**Metal 2**

Drawn at 3 px/um. Cells faint in the background.
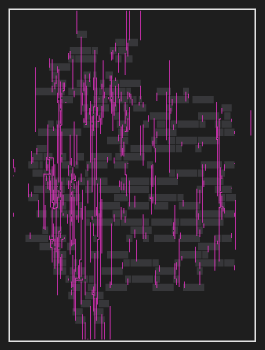
**Clock wires, drivers and flops**

Drawn at 4 px/um.
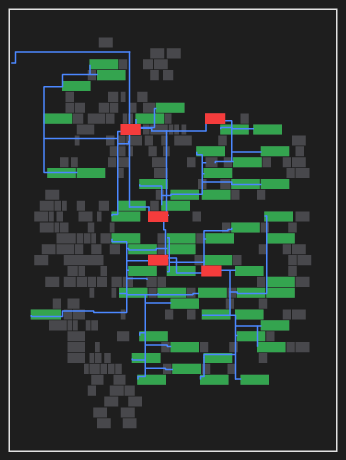
## config.mk

```make
export PLATFORM = sky130hd
export DESIGN_NAME = fft16_sched
export DESIGN_NICKNAME = d
export VERILOG_FILES = /design/src/rtl/fft16_pkg.sv /design/src/rtl/fft16_wb_delay.sv /design/src/rtl/fft16_sched.sv
export SDC_FILE = /design/constraint.sdc
export NUM_CORES = 1
export LEC_CHECK = 0
export ABC_CLOCK_PERIOD_IN_PS = 3850
export CORE_ASPECT_RATIO = 1.4
export CORE_MARGIN = 5
export CORE_UTILIZATION = 30
export DETAILED_ROUTE_END_ITERATION = 16
export GPL_ROUTABILITY_DRIVEN = 1
export PLACE_DENSITY = 0.5
export SLEW_MARGIN = 25
export SYNTH_ARGS = -nofsm -noshare
export SYNTH_HDL_FRONTEND = slang
export SYNTH_SLANG_ARGS = --single-unit
export TNS_END_PERCENT = 50
```

## constraint.sdc

```tcl
create_clock -name clk -period 3.85 [get_ports clk]
set_clock_uncertainty 0.05 [all_clocks]
set_input_delay 0.77 -clock clk [delete_from_list [all_inputs] [get_ports clk]]
set_output_delay 0.77 -clock clk [all_outputs]
set_load 0.01 [all_outputs]
```

## src/rtl/fft16_pkg.sv

```systemverilog
// Shared constants, FSM state type and operand-address helpers for the
// 16-point radix-2 DIT butterfly scheduler.
package fft16_pkg;
    localparam int N      = 16;
    localparam int NBFLY  = 8;
    localparam int NSTAGE = 4;
    localparam int AW     = 4;
    localparam int TWW    = 3;

    typedef enum logic [1:0] {
        IDLE  = 2'd0,
        ISSUE = 2'd1,
        DRAIN = 2'd2,
        FIN   = 2'd3
    } state_t;

    // a = grp*2*span + pos, with grp = k>>s and pos = k & (span-1)
    function automatic logic [AW-1:0] bfly_addr_a(input logic [1:0] s, input logic [2:0] k);
        logic [AW-1:0] kk;
        logic [AW-1:0] mask;
        kk   = {1'b0, k};
        mask = (AW'(1) << s) - AW'(1);
        return ((kk >> s) << (s + 1)) | (kk & mask);
    endfunction

    function automatic logic [TWW-1:0] bfly_tw(input logic [1:0] s, input logic [2:0] k);
        logic [AW-1:0] kk;
        logic [AW-1:0] mask;
        logic [AW-1:0] t;
        kk   = {1'b0, k};
        mask = (AW'(1) << s) - AW'(1);
        t    = (kk & mask) << (2'd3 - s);
        return t[TWW-1:0];
    endfunction
endpackage

```

## src/rtl/fft16_wb_delay.sv

```systemverilog
// Write-back alignment: delays the issued {valid, addr_a, addr_b} by DEPTH
// cycles so results land exactly when the butterfly output is registered.
module fft16_wb_delay
    import fft16_pkg::*;
#(
    parameter int DEPTH = 5
) (
    input  logic          clk,
    input  logic          rst,
    input  logic          in_vld,
    input  logic [AW-1:0] in_a,
    input  logic [AW-1:0] in_b,
    output logic          out_vld,
    output logic [AW-1:0] out_a,
    output logic [AW-1:0] out_b
);
    logic [DEPTH:1]         vld_pipe;
    logic [DEPTH:1][AW-1:0] a_pipe;
    logic [DEPTH:1][AW-1:0] b_pipe;

    always_ff @(posedge clk) begin
        if (!rst) begin
            vld_pipe <= '0;
            a_pipe   <= '0;
            b_pipe   <= '0;
        end else begin
            vld_pipe[1] <= in_vld;
            a_pipe[1]   <= in_a;
            b_pipe[1]   <= in_b;
            for (int i = 2; i <= DEPTH; i++) begin
                vld_pipe[i] <= vld_pipe[i-1];
                a_pipe[i]   <= a_pipe[i-1];
                b_pipe[i]   <= b_pipe[i-1];
            end
        end
    end

    // Outputs are forced quiet while reset is held, not just after the edge.
    assign out_vld = rst && vld_pipe[DEPTH];
    assign out_a   = out_vld ? a_pipe[DEPTH] : '0;
    assign out_b   = out_vld ? b_pipe[DEPTH] : '0;
endmodule

```

## src/rtl/fft16_sched.sv

```systemverilog
// 16-point in-place radix-2 DIT scheduler: issues 8 butterflies per stage,
// drains the read+butterfly latency between stages, then pulses done.
module fft16_sched
    import fft16_pkg::*;
#(
    parameter int BFLY_LAT = 4,
    parameter int RD_LAT   = 1
) (
    input  logic           clk,
    input  logic           rst,
    input  logic           start,
    output logic           busy,
    output logic           done,
    output logic [1:0]     stage,
    output logic           rd_en,
    output logic [AW-1:0]  rd_addr_a,
    output logic [AW-1:0]  rd_addr_b,
    output logic [TWW-1:0] tw_idx,
    output logic           wr_en,
    output logic [AW-1:0]  wr_addr_a,
    output logic [AW-1:0]  wr_addr_b
);
    localparam int L  = RD_LAT + BFLY_LAT;
    localparam int CW = $clog2(L + 1);

    state_t        state, state_nxt;
    logic [1:0]    stage_q, stage_nxt;
    logic [2:0]    k_q, k_nxt;
    logic [CW-1:0] cnt_q, cnt_nxt;
    logic          issue;
    logic [AW-1:0] addr_a;

    always_ff @(posedge clk) begin
        if (!rst) begin
            state   <= IDLE;
            stage_q <= '0;
            k_q     <= '0;
            cnt_q   <= '0;
        end else begin
            state   <= state_nxt;
            stage_q <= stage_nxt;
            k_q     <= k_nxt;
            cnt_q   <= cnt_nxt;
        end
    end

    always_comb begin
        state_nxt = state;
        stage_nxt = stage_q;
        k_nxt     = k_q;
        cnt_nxt   = cnt_q;
        case (state)
            IDLE: begin
                if (start) begin
                    state_nxt = ISSUE;
                    stage_nxt = '0;
                    k_nxt     = '0;
                end
            end
            ISSUE: begin
                k_nxt = k_q + 3'd1;
                if (k_q == 3'(NBFLY - 1)) begin
                    state_nxt = DRAIN;
                    cnt_nxt   = '0;
                end
            end
            DRAIN: begin
                // Waiting the full L cycles keeps the next stage's first read
                // behind the previous stage's last write-back.
                cnt_nxt = cnt_q + CW'(1);
                if (cnt_q == CW'(L - 1)) begin
                    cnt_nxt = '0;
                    if (stage_q == 2'(NSTAGE - 1)) begin
                        state_nxt = FIN;
                    end else begin
                        state_nxt = ISSUE;
                        stage_nxt = stage_q + 2'd1;
                    end
                end
            end
            FIN: begin
                state_nxt = IDLE;
                stage_nxt = '0;
            end
            default: state_nxt = IDLE;
        endcase
    end

    assign issue     = rst && (state == ISSUE);
    assign addr_a    = bfly_addr_a(stage_q, k_q);
    assign rd_en     = issue;
    assign rd_addr_a = issue ? addr_a : '0;
    assign rd_addr_b = issue ? (addr_a | (AW'(1) << stage_q)) : '0;
    assign tw_idx    = issue ? bfly_tw(stage_q, k_q) : '0;

    assign busy  = rst && (state != IDLE);
    assign done  = rst && (state == FIN);
    assign stage = rst ? stage_q : 2'd0;

    fft16_wb_delay #(.DEPTH(L)) u_wb_delay (
        .clk     (clk),
        .rst     (rst),
        .in_vld  (rd_en),
        .in_a    (rd_addr_a),
        .in_b    (rd_addr_b),
        .out_vld (wr_en),
        .out_a   (wr_addr_a),
        .out_b   (wr_addr_b)
    );
endmodule

```

==> reports/qor_table.md <==
| Group | Parameter | This run |
|---|---|---|
| floorplanning | Count of boundary I/O pins | 28 |
| global routing | Maximum number of pins on one net before global-route repair | 33 |
| setup path | Reg-to-reg startpoint | stage_q[1]$_SDFFE_PN0P_ |
| setup path | Critical-path top delay cell | sky130_fd_sc_hd__clkdlybuf4s50_1 |
| finish | Area of all placed cells without fillers | 2590 um2 |
| synthesis | Mapped Area | 2150 um2 |
| synthesis | Post-Synth Simple-Gate Area | 0.252 |
| clock tree | Level count of the clock H-tree | 2 |
| floorplanning | Die Height | 110 um |
| global routing | Met1 global-route usage | 0.107 |
| run status | Run status | finished clean |
| global routing | Number of antenna violations at the first check in global routing | 0 |
| setup path | Register-to-register setup slack | 1850 ps |
| synthesis | Fraction of the yosys area taken by sequential cells | 0.513 |
| finish | Top cells excl fill/tap | sky130_fd_sc_hd__dfxtp_1, sky130_fd_sc_hd__and2_1, sky130_fd_sc_hd__clkdlybuf4s50_1 |
| floorplanning | Fp_density | 0.308 |
| setup path | Worst flop-to-flop path endpoint | u_wb_delay.a_pipe[3]$_SDFF_PN0_ |
| pwr | Worst supply voltage drop on vdd | 0.194 mV |
| finish | ANT cells | 0 |
| routing | Residual DRC count | 0 |
| routing | Average routed wire per standard cell | 11.4 um |
| run | Max-cap viol count | 0 |
| timing | Final Cycle Share | 0.944 |
| placement | Detail Placement HPWL | 2.75 mm |
| placement | Count of port buffers added during placement | 27 |
| setup path | Highest fanout seen on the critical path | 11 |
| timing | Setup repair after global routing missed its margin | false |
| finish | Layout clock buffers | 5 |
| clock tree | Number of hold buffers added after cts | 0 |
| setup path | Logic depth of the worst setup path including buffers | 7 |
| timing | Sum Neg Setup Slack | 0 ps |
| clock tree | TritonCTS clock tree | done |
| pwr | Leakage | 1.03 nW |
| setup path | Cell breakdown of the critical path | clkinv_1, ha_1, xnor2_1, a22oi_1, o22ai_1, nor3b_1, clkdlybuf4s50_1 |
| synthesis | Fa+ha+maj area frac | 0.0466 |
| synthesis | Synthesized Nets | 227 |
| setup path | Worst setup EP type | output port |
| finish | Fraction of layout cells with a size suffix above 1 | 0.0664 |
| min path | Cells on Worst Hold Path | 1 |
| floorplanning | TAP cells | 95 |
| min path | Hold/Removal Path Class | flop to flop |
| global routing | Number of global-route vias before repair | 1393 |
| routing | DR WL met2 | 1.93 mm |
| routing | Number of nets with antenna violations after routing | 0 |
| timing | Slew at the pin closest to its max-slew limit | 442 ps |
| synthesis | Netlist cell types | 39 |
| setup path | Arr. time, crit path | 2810 ps |
-- 'metal 2' (at the start) --
- main direction: vertical
- share of all routed wire: 50%
- nets with wire on the layer: 193
- wire length on this layer: 1930 um
Via Count: 1467
met2 Use GR: 0.160
final WL: 3.84 mm

-- 'clock wires, drivers and flops' (at the start) --
- flip-flops: green (count 55)
- clock wires: blue (length 627 um)
- clock drivers: red (count 5)
- routed clock nets: 6
portion of total power attributed to the clock network: 0.349
later-pin clock latency in the skew report: 310 ps
reported clock group power: 333 uW

## per-stage QoR
stage | setup WS (ps) | utilization | power (mW) | hold slack [ps] | instances
floorplan | 1120 | - | 0.618 | 362 | 216
global placement | 414 | 0.357 | 0.635 | 365 | 328
detailed placement | 407 | 0.357 | 0.635 | 367 | 328
CTS | 27.6 | 0.371 | 0.971 | 391 | 336
global route | 20.1 | 0.371 | 1.00 | 398 | 336
finish | 215 | 0.371 | 0.953 | 390 | 336
## report_power, final
part	internal [mW]	switching (mW)	leakage, nW
combinational	0.0189	0.0222	0.538
sequential	0.574	0.00517	0.445
clock	0.135	0.198	0.0467
Power and IR drop assume default switching activity.
